Fig. 1: clock wiring as the flow saved it
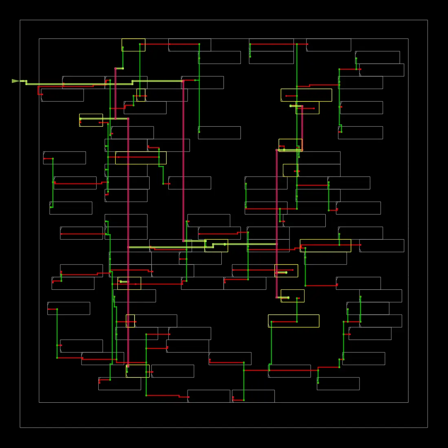
Fig. 2: ports around the boundary
Pins as bars across the die edge, other pins in gray.
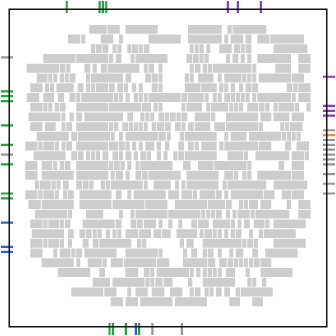
Fig. 3: routed metal, one color a layer
The bar under the picture is 20 µm long.
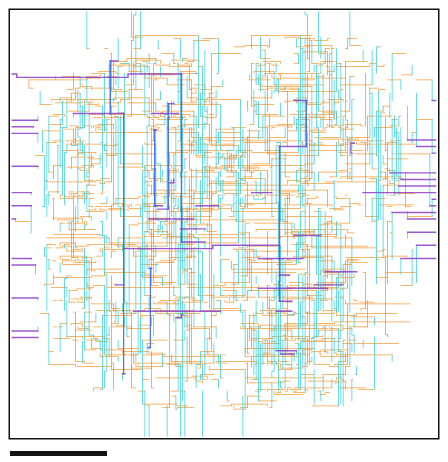
File: src/rtl/seg_display_mux.sv
// Multiplexed hex 7-segment driver with per-scan double buffering,
// leading-zero suppression and PWM brightness; all drive outputs registered.
module seg_display_mux #(
  parameter int DIGITS  = 4,
  parameter int CLK_DIV = 50000
) (
  input  logic                  clk,
  input  logic                  rst,
  input  logic [4*DIGITS-1:0]   number,
  input  logic [DIGITS-1:0]     dp_in,
  input  logic                  load,
  input  logic                  empty,
  input  logic                  lzs,
  input  logic [3:0]            bright,
  output logic [6:0]            seg,
  output logic                  dp,
  output logic [DIGITS-1:0]     an,
  output logic                  frame
);

  if (DIGITS < 1 || DIGITS > 8 || CLK_DIV < 2) begin : g_bad_params
    $error("seg_display_mux: DIGITS must be 1..8 and CLK_DIV at least 2");
  end

  localparam int DW = $clog2(CLK_DIV);
  localparam int IW = (DIGITS > 1) ? $clog2(DIGITS) : 1;

  localparam logic [6:0] SEG_OFF = 7'h7F;

  function automatic logic [6:0] hex7(input logic [3:0] n);
    logic [6:0] s;
    case (n)
      4'h0: s = 7'h40;
      4'h1: s = 7'h79;
      4'h2: s = 7'h24;
      4'h3: s = 7'h30;
      4'h4: s = 7'h19;
      4'h5: s = 7'h12;
      4'h6: s = 7'h02;
      4'h7: s = 7'h78;
      4'h8: s = 7'h00;
      4'h9: s = 7'h10;
      4'hA: s = 7'h08;
      4'hB: s = 7'h03;
      4'hC: s = 7'h46;
      4'hD: s = 7'h21;
      4'hE: s = 7'h06;
      default: s = 7'h0E;
    endcase
    return s;
  endfunction

  logic [DW-1:0]         div_cnt_q, div_cnt_d;
  logic [IW-1:0]         idx_q, idx_d;
  logic [3:0]            pwm_cnt_q, pwm_cnt_d;
  logic [4*DIGITS-1:0]   act_num_q, act_num_d;
  logic [DIGITS-1:0]     act_dp_q, act_dp_d;
  logic [4*DIGITS-1:0]   pend_num_q, pend_num_d;
  logic [DIGITS-1:0]     pend_dp_q, pend_dp_d;
  logic                  pend_vld_q, pend_vld_d;
  logic [6:0]            seg_q, seg_d;
  logic                  dp_q, dp_d;
  logic [DIGITS-1:0]     an_q, an_d;
  logic                  frame_q;

  logic                  tick;
  logic                  last_digit;
  logic                  scan_end;
  logic                  lit;
  logic                  show;
  logic [3:0]            cur_nib;
  logic                  cur_dp;
  logic                  cur_zero;
  logic [DIGITS-1:0]     zero_from;
  logic                  suppress;

  assign tick       = (div_cnt_q == DW'(CLK_DIV - 1));
  assign last_digit = (idx_q == IW'(DIGITS - 1));
  assign scan_end   = tick && last_digit;

  always_comb begin
    div_cnt_d = tick ? '0 : div_cnt_q + DW'(1);
    idx_d     = idx_q;
    if (tick) begin
      idx_d = last_digit ? '0 : idx_q + IW'(1);
    end
    pwm_cnt_d = pwm_cnt_q + 4'd1;
  end

  // A load on the scan boundary bypasses the pending buffer entirely.
  always_comb begin
    act_num_d  = act_num_q;
    act_dp_d   = act_dp_q;
    pend_num_d = pend_num_q;
    pend_dp_d  = pend_dp_q;
    pend_vld_d = pend_vld_q;
    if (scan_end) begin
      pend_vld_d = 1'b0;
      if (load) begin
        act_num_d = number;
        act_dp_d  = dp_in;
      end else if (pend_vld_q) begin
        act_num_d = pend_num_q;
        act_dp_d  = pend_dp_q;
      end
    end else if (load) begin
      pend_num_d = number;
      pend_dp_d  = dp_in;
      pend_vld_d = 1'b1;
    end
  end

  // zero_from[i]: every active nibble from i up to the most significant is zero.
  always_comb begin
    zero_from = '0;
    zero_from[DIGITS-1] = (act_num_q[4*(DIGITS-1) +: 4] == 4'h0);
    for (int i = DIGITS - 2; i >= 0; i--) begin
      zero_from[i] = zero_from[i+1] && (act_num_q[4*i +: 4] == 4'h0);
    end
  end

  always_comb begin
    cur_nib  = 4'h0;
    cur_dp   = 1'b0;
    cur_zero = 1'b0;
    for (int i = 0; i < DIGITS; i++) begin
      if (idx_q == IW'(i)) begin
        cur_nib  = act_num_q[4*i +: 4];
        cur_dp   = act_dp_q[i];
        cur_zero = zero_from[i];
      end
    end
  end

  assign lit      = (bright == 4'hF) || (pwm_cnt_q < bright);
  assign show     = lit && !empty;
  assign suppress = lzs && (idx_q != '0) && cur_zero;

  always_comb begin
    seg_d = SEG_OFF;
    dp_d  = 1'b1;
    an_d  = '1;
    if (show) begin
      seg_d = suppress ? SEG_OFF : hex7(cur_nib);
      dp_d  = ~cur_dp;
    end
    for (int i = 0; i < DIGITS; i++) begin
      if (show && (idx_q == IW'(i))) begin
        an_d[i] = 1'b0;
      end
    end
  end

  always_ff @(posedge clk or posedge rst) begin
    if (rst) begin
      div_cnt_q  <= '0;
      idx_q      <= '0;
      pwm_cnt_q  <= '0;
      act_num_q  <= '0;
      act_dp_q   <= '0;
      pend_num_q <= '0;
      pend_dp_q  <= '0;
      pend_vld_q <= 1'b0;
      seg_q      <= SEG_OFF;
      dp_q       <= 1'b1;
      an_q       <= '1;
      frame_q    <= 1'b0;
    end else begin
      div_cnt_q  <= div_cnt_d;
      idx_q      <= idx_d;
      pwm_cnt_q  <= pwm_cnt_d;
      act_num_q  <= act_num_d;
      act_dp_q   <= act_dp_d;
      pend_num_q <= pend_num_d;
      pend_dp_q  <= pend_dp_d;
      pend_vld_q <= pend_vld_d;
      seg_q      <= seg_d;
      dp_q       <= dp_d;
      an_q       <= an_d;
      frame_q    <= scan_end;
    end
  end

  assign seg   = seg_q;
  assign dp    = dp_q;
  assign an    = an_q;
  assign frame = frame_q;

endmodule

File: config.mk
export PLATFORM = sky130hd
export DESIGN_NAME = seg_display_mux
export DESIGN_NICKNAME = d
export VERILOG_FILES = /design/src/rtl/seg_display_mux.sv
export SDC_FILE = /design/constraint.sdc
export NUM_CORES = 1
export LEC_CHECK = 0
export ABC_AREA = 1
export CORE_MARGIN = 4
export CORE_UTILIZATION = 61
export DETAILED_ROUTE_END_ITERATION = 8
export PLACE_DENSITY = 0.94
export SYNTH_ARGS = -nofsm -noshare
export SYNTH_HDL_FRONTEND = slang
export SYNTH_SLANG_ARGS = --single-unit
export TNS_END_PERCENT = 10
File: constraint.sdc
create_clock -name clk -period 5 [get_ports clk]
set_clock_uncertainty 0.2 [all_clocks]
set_input_delay 1.5 -clock clk [delete_from_list [all_inputs] [get_ports clk]]
set_output_delay 1.5 -clock clk [all_outputs]
set_load 0.1 [all_outputs]
==> CHANGELOG.md <==
### Changed

- CP Buf/Inv Count: 1
- XOR/XNOR share of the synthesized area: 2.45%
- Initial antenna violation count: 0
- First-pass GRT wire length: 13600 µm
- Tool Warnings: 35
- Status: finished clean
- Crit path DAT: 2.00 ns
- Vias in the first global route: 3121
- Hpwl dp: 5750 µm
- Syn avg cell area: 8.26 µm²
- Yosys stat area: 3940 µm²
- Cell family with most CP delay: buffers and inverters
- Area grow syn2layout: 18.1%
- Yosys warning count: 0
- 1st-pass router iterations: 4
- Wirelength, routed: 8010 µm
- Cell Chain, Critical Path: clkdlybuf4s50_1
- Top cells by area: dfrtp_1 (41%), nand2_1 (14%), dfstp_2 (8.0%), inv_1 (5.5%), ha_1 (4.8%)
- Final setup vio count: 0
- Max Freq: 270 MHz
- Internal reg-to-reg setup slack: 2.31 ns
- Final Hold Vio Count: 0
- H-tree lvl count: 3
- # DRC: 0
- Cells after Synth: 477
- Bufs on Longest Clock Path: 2
- Vias: 3188
- Antenna viol nets, final: 0
- Num rows: 29
- Core Util at FP: 62.4%
- RD Place Congestion: 0.942
- Largest area contributor in the netlist: dfrtp_1
- PortBufs: 41
- Max Cap Viol: 0
- Hold buffers post-CTS: 0
- Hold_sp: pend_num_q[14]
- Post-route setup TNS: 0 ns
- CTS buffer count: 9
- Largest net degree at the start of global routing: 42
- Least-Margin Pin Slew: 1.06 ns
- Top Layout Cells: nand2_1 (147), dfrtp_1 (64), inv_1 (57)
- Share of async-settable or async-resettable flops after synthesis: 100%
- Worst-path clk slew: 0.08 ns
- Main synth FF type: dfrtp_1
- Max incr delay on CP: 1.12 ns
- Sequential fraction of the synthesis area: 48.7%
- DR vias/cell: 5.30
- Adder share: 4.76%
- Crit path DRT: 3.30 ns
- Min Tclk post-route: 3.70 ns
Back to the opening pictures, Fig. 1:
Clock group: 0.610 mW
clk_lat worst skew: 0.36 ns

Back to the opening pictures, Fig. 2:
- blue: dp_in (pins 4; direction input; edge 3 west, 1 south)
- green: number (pins 16; direction input; edge 8 west, 4 north, 4 south)
- purple: seg (pins 7; direction output; edge 4 east, 3 north)
- orange: empty (pins 1; direction input; edge east)
- all pins by edge: 15 east, 13 west, 7 south, 7 north

Back to the opening pictures, Fig. 3:
- cyan: M2 (wire length 4130 µm)
- blue: M4 (wire length 195 µm)
- orange: M1 (wire length 3340 µm)
- purple: M3 (wire length 347 µm)

-- per-stage QoR --
step / area (µm²) / instances / power, mW
finish: 4650 / 601 / 1.37
CTS: 4650 / 601 / 1.38
detailed placement: 4390 / 585 / 0.773
global placement: 4390 / 585 / 0.768
global route: 4650 / 601 / 1.42
floorplan: 3940 / 477 / 0.732
-- layer usage --
metal | wire, µm | track usage (%)
met1 | 3340 | 27.3
met2 | 4130 | 39.2
met3 | 347 | 3.63
met4 | 194 | 10.6
met5 | 0 | 0
-- how the worst max path moves through the flow --
stage / to / depth (start not counted)
2_1_floorplan: act_dp_q[0] / 1
3_3_place_gp: seg[4] / 9
3_5_place_dp: seg[0] / 9
4_1_cts: seg[2] / 1
5_1_grt: an[3] / 1
6_report: an[1] / 1
-- sequential cells by signal, indices dropped and copies added, names as in the netlist --
name and count:
pend_vld_q 1, div_cnt_q 16, an 4, pwm_cnt_q 4, seg 7, pend_dp_q 4
act_num_q 16, frame 1, act_dp_q 4, dp 1, idx_q 2, pend_num_q 16
-- synth_stat cells, types with 3 or more instances --
library cell    n
a21oi_1         8
buf_2           7
clkbuf_1        3
dfrtp_1        64
dfstp_2        12
ha_1           15
inv_1          58
mux2i_1         5
nand2_1       147
nand3_1        34
nand4_1         7
nor2_1         28
nor3_1          4
o21ai_0        25
o21ai_1        20
o21ai_2        10
or2_2           3
xor2_1         10
-- layout make-up --
class | instances | area, µm²
fillers | 477 | 1660
multi-input cells | 328 | 1710
flip-flops and latches | 76 | 1920
clock inverters | 7 | 139
repair buffers | 45 | 440
inverters | 59 | 221
clock buffers | 9 | 124
well taps | 77 | 96.3
-- report_power, final --
part,switching [mW],internal [mW],total [mW]
Clock,0.229,0.381,0.610
Sequential,0.00741,0.635,0.642
Combinational,0.0739,0.0433,0.117
Total,0.311,1.06,1.37
Power figures rest on the tool's default switching activity, not on a simulated workload.
